### config.mk
export PLATFORM = sky130hd
export DESIGN_NAME = arb_rr4_ctrl
export DESIGN_NICKNAME = d
export VERILOG_FILES = /design/src/rtl/arb_rr4_ctrl.sv
export SDC_FILE = /design/constraint.sdc
export NUM_CORES = 1
export LEC_CHECK = 0
export CORE_MARGIN = 4
export CORE_UTILIZATION = 30
export CTS_CLUSTER_DIAMETER = 80
export DETAILED_ROUTE_END_ITERATION = 8
export GPL_ROUTABILITY_DRIVEN = 0
export PLACE_DENSITY_LB_ADDON = 0.25
export SETUP_SLACK_MARGIN = 0.1
export SYNTH_ARGS = -nofsm -noshare
export SYNTH_HDL_FRONTEND = slang
export SYNTH_SLANG_ARGS = --single-unit
### constraint.sdc
create_clock -name clk -period 3.2 [get_ports clk]
set_clock_uncertainty 0.05 [all_clocks]
set_input_delay 0.32 -clock clk [delete_from_list [all_inputs] [get_ports clk]]
set_output_delay 0.32 -clock clk [all_outputs]
set_load 0.02 [all_outputs]
### src/rtl/arb_rr4_ctrl.sv
// arb_rr4_ctrl: round-robin arbiter with registered one-hot/encoded grant and hold-time limit.
module arb_rr4_ctrl #(
  parameter int ENCODE_WIDTH = 2,
  parameter int DECODE_WIDTH = 2**ENCODE_WIDTH,
  parameter int MAX_HOLD = 8
) (
  input  logic                    clk,
  input  logic                    rst_n,
  input  logic [DECODE_WIDTH-1:0] req,
  input  logic                    done,
  output logic [DECODE_WIDTH-1:0] gnt,
  output logic [ENCODE_WIDTH-1:0] gnt_idx,
  output logic                    gnt_valid,
  output logic                    timeout
);
  typedef enum logic {IDLE, GRANT} state_t;
  state_t state_q, state_d;
  logic [ENCODE_WIDTH-1:0] ptr_q, ptr_d, idx_q, idx_d, win;
  logic [DECODE_WIDTH-1:0] gnt_q, gnt_d;
  logic [7:0] cnt_q, cnt_d;
  logic timeout_q, timeout_d, found, rel;
  always_comb begin
    win = '0;
    found = 1'b0;
    // Scan downwards so the requester closest to ptr wins last.
    for (int i = DECODE_WIDTH - 1; i >= 0; i--) begin
      if (req[(int'(ptr_q) + i) % DECODE_WIDTH]) begin
        win = ENCODE_WIDTH'((int'(ptr_q) + i) % DECODE_WIDTH);
        found = 1'b1;
      end
    end
  end
  always_comb begin
    state_d = state_q;
    ptr_d = ptr_q;
    idx_d = idx_q;
    gnt_d = gnt_q;
    cnt_d = cnt_q;
    timeout_d = 1'b0;
    rel = done || !req[idx_q] || cnt_q == 8'(MAX_HOLD - 1);
    if (state_q == IDLE) begin
      if (found) begin
        state_d = GRANT;
        idx_d = win;
        gnt_d = DECODE_WIDTH'(1) << win;
        ptr_d = ENCODE_WIDTH'((int'(win) + 1) % DECODE_WIDTH);
        cnt_d = '0;
      end
    end else if (rel) begin
      state_d = IDLE;
      idx_d = '0;
      gnt_d = '0;
      cnt_d = '0;
      timeout_d = !done && req[idx_q];
    end else begin
      cnt_d = cnt_q + 8'd1;
    end
  end
  always_ff @(posedge clk) begin
    if (!rst_n) begin
      state_q <= IDLE;
      ptr_q <= '0;
      idx_q <= '0;
      gnt_q <= '0;
      cnt_q <= '0;
      timeout_q <= 1'b0;
    end else begin
      state_q <= state_d;
      ptr_q <= ptr_d;
      idx_q <= idx_d;
      gnt_q <= gnt_d;
      cnt_q <= cnt_d;
      timeout_q <= timeout_d;
    end
  end
  assign gnt = gnt_q;
  assign gnt_idx = idx_q;
  assign gnt_valid = state_q == GRANT;
  assign timeout = timeout_q;
endmodule

### The metal 2 layer

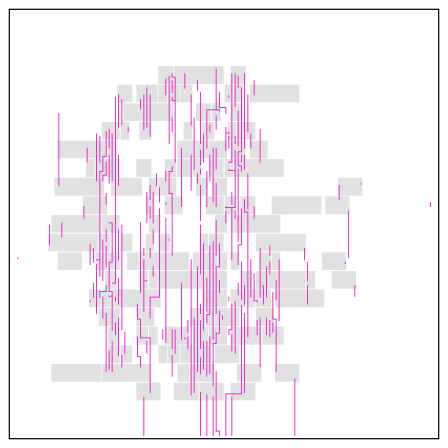
nets with wire on the layer = 108
longest straight run = 27.2 um
main direction = vertical

### Signal wires by layer

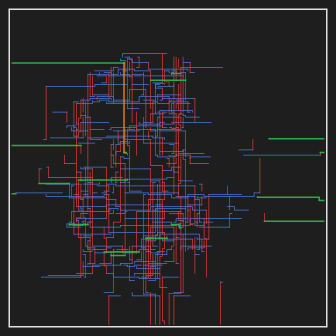
blue -> metal 1  # wire length 963 um
orange -> metal 4  # wire length 17.7 um
red -> metal 2  # wire length 970 um
green -> metal 3  # wire length 118 um

### Metal 3

Bar = 20 um.
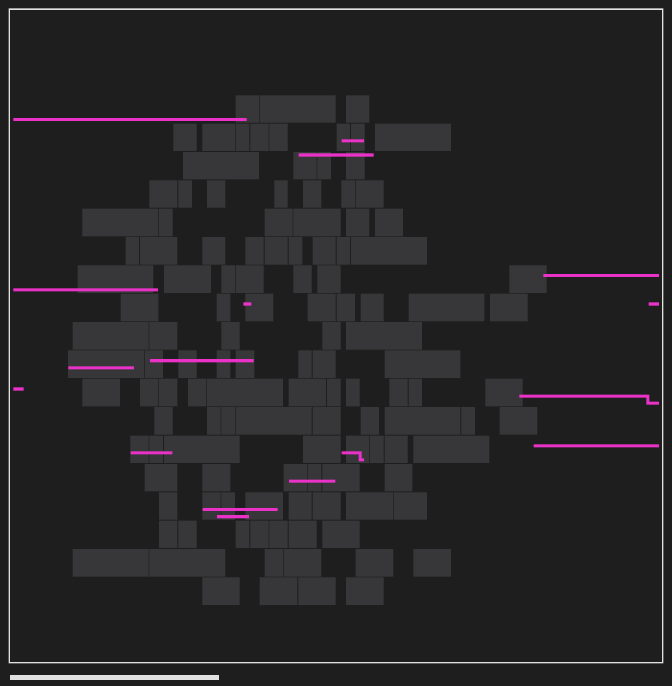
wire length on this layer = 118 um
share of all routed wire = 5.7%
nets with wire on the layer = 16
main direction = horizontal

==> run notes <==
Quick summary of the implementation run below.

The run finished with clean final reports. The placed cell count is 152. The post-synth tally of flip-flops with integrated enable is 0.

The leading register cell type out of synthesis is dfxtp_1. Looking at the clock tree report, the root buffer type is clkbuf_4. The basic-gate share of the synthesized area counting and, or, nand and nor cells is 28.3%. In the final routing, the length of wire on met1 measures 963 um. The CTS tree is built. The total track usage is 11.3%.

For this run, the number of Yosys warnings is 0. The timing endpoint of the critical path is gnt[2]$_SDFFE_PN0P_. The tool flagged a number of max-cap violations equal to 0. The number of global-route vias before repair is 863. The H-tree depth came out at 1.

The global-route congestion overflow total is 0. In the synthesized netlist, the dominant kind of combinational cell is simple AND/OR/NAND/NOR gates. Pins over their slew limit in the final report were tallied at 0.

The worst setup path is of the input pin to register kind. TritonCTS created 3 clock buffers. The instance area at placement is 1050 um^2.

The OpenROAD warning count is 26. The number of cells on the worst hold path came out at 2. The register with the most flip-flops in the layout has 8 of them. STA classifies the critical path endpoint as a register. In the layout the commonest cells are dfxtp_1, clkdlybuf4s50_1, nand2_1. According to the timing report, the critical path is launched from req[3]. After Yosys synthesis, XOR and XNOR cells account for 0.982% of the synthesized area.

The startpoint of the lowest-slack hold path is gnt[2]$_SDFFE_PN0P_. The met2 track utilization from global routing came out at 17.4%. The count of nets after finishing is 134. Looking at the worst setup and hold paths, the clock pins of their registers show a slew of 100 ps. The total iterations of the first detailed-routing run came out at 4. The total number of clock tree sinks came out at 18.

Setup slack on the worst path after placement came out at 899 ps. By area the synthesized netlist is led by dfxtp_1, o21ai_0, a21oi_1. For the worst setup path, the data required time is 3370 ps.

The register bit count reported by yosys came out at 18. The worst path in the final design needs a cycle of 2010 ps, including I/O delays and setup. The cell leakage power is 0.373 nW.

In the synthesized netlist, the cells that appear most often are dfxtp_1, nand2_1, nor2_1, o21ai_0, a21oi_1. At floorplan, the net count of the design was reported as 119. The count of cells along the worst register-to-register path is 5. The sum of negative setup slack came out at 0 ps. In the final layout, the share of cells above drive strength 1 is 4.84%. The endpoint of the worst hold path is reported as gnt[2]$_SDFFE_PN0P_. The count of pins on the block boundary came out at 15. The transition time at the pin with the least slew margin is 734 ps. In this run the most used layer during global routing was met2.

The number of setup violations in the final report came out at 0. The register-to-register path setup slack came out at 1210 ps. The global routing usage on met3 is 3.42%. The unique cell type count in the Yosys netlist came out at 28. The initial core utilization is 31.8%. The most critical min-delay path falls under register to register.

The cell area after layout came out at 1080 um^2. The half-perimeter wire length after detailed placement is 1480 um. The endpoint identified for the worst register-to-register timing path is cnt_q[7]$_SDFFE_PN0P_.
[critical path: stages]
cell and delay [ps]:
clkdlybuf4s50_1 470, nor4_1 390, nor2b_1 650, nor2_1 160
o22ai_1 190
[where the power goes]
part | leakage, nW | total, mW | internal, mW | switching, mW
Sequential | 0.147 | 0.247 | 0.236 | 0.0114
Combinational | 0.213 | 0.0909 | 0.0409 | 0.0500
Clock | 0.0138 | 0.111 | 0.0437 | 0.0674
[area by class of cell]
class / instances / area [um^2] / share of cell area [%]
well taps: 31 / 38.8 / 3.60
repair buffers: 14 / 140 / 13.0
flip-flops and latches: 18 / 360 / 33.4
inverters: 3 / 11.3 / 1.05
multi-input cells: 86 / 504 / 46.8
clock buffers: 3 / 22.5 / 2.09
Power and IR drop assume default switching activity.
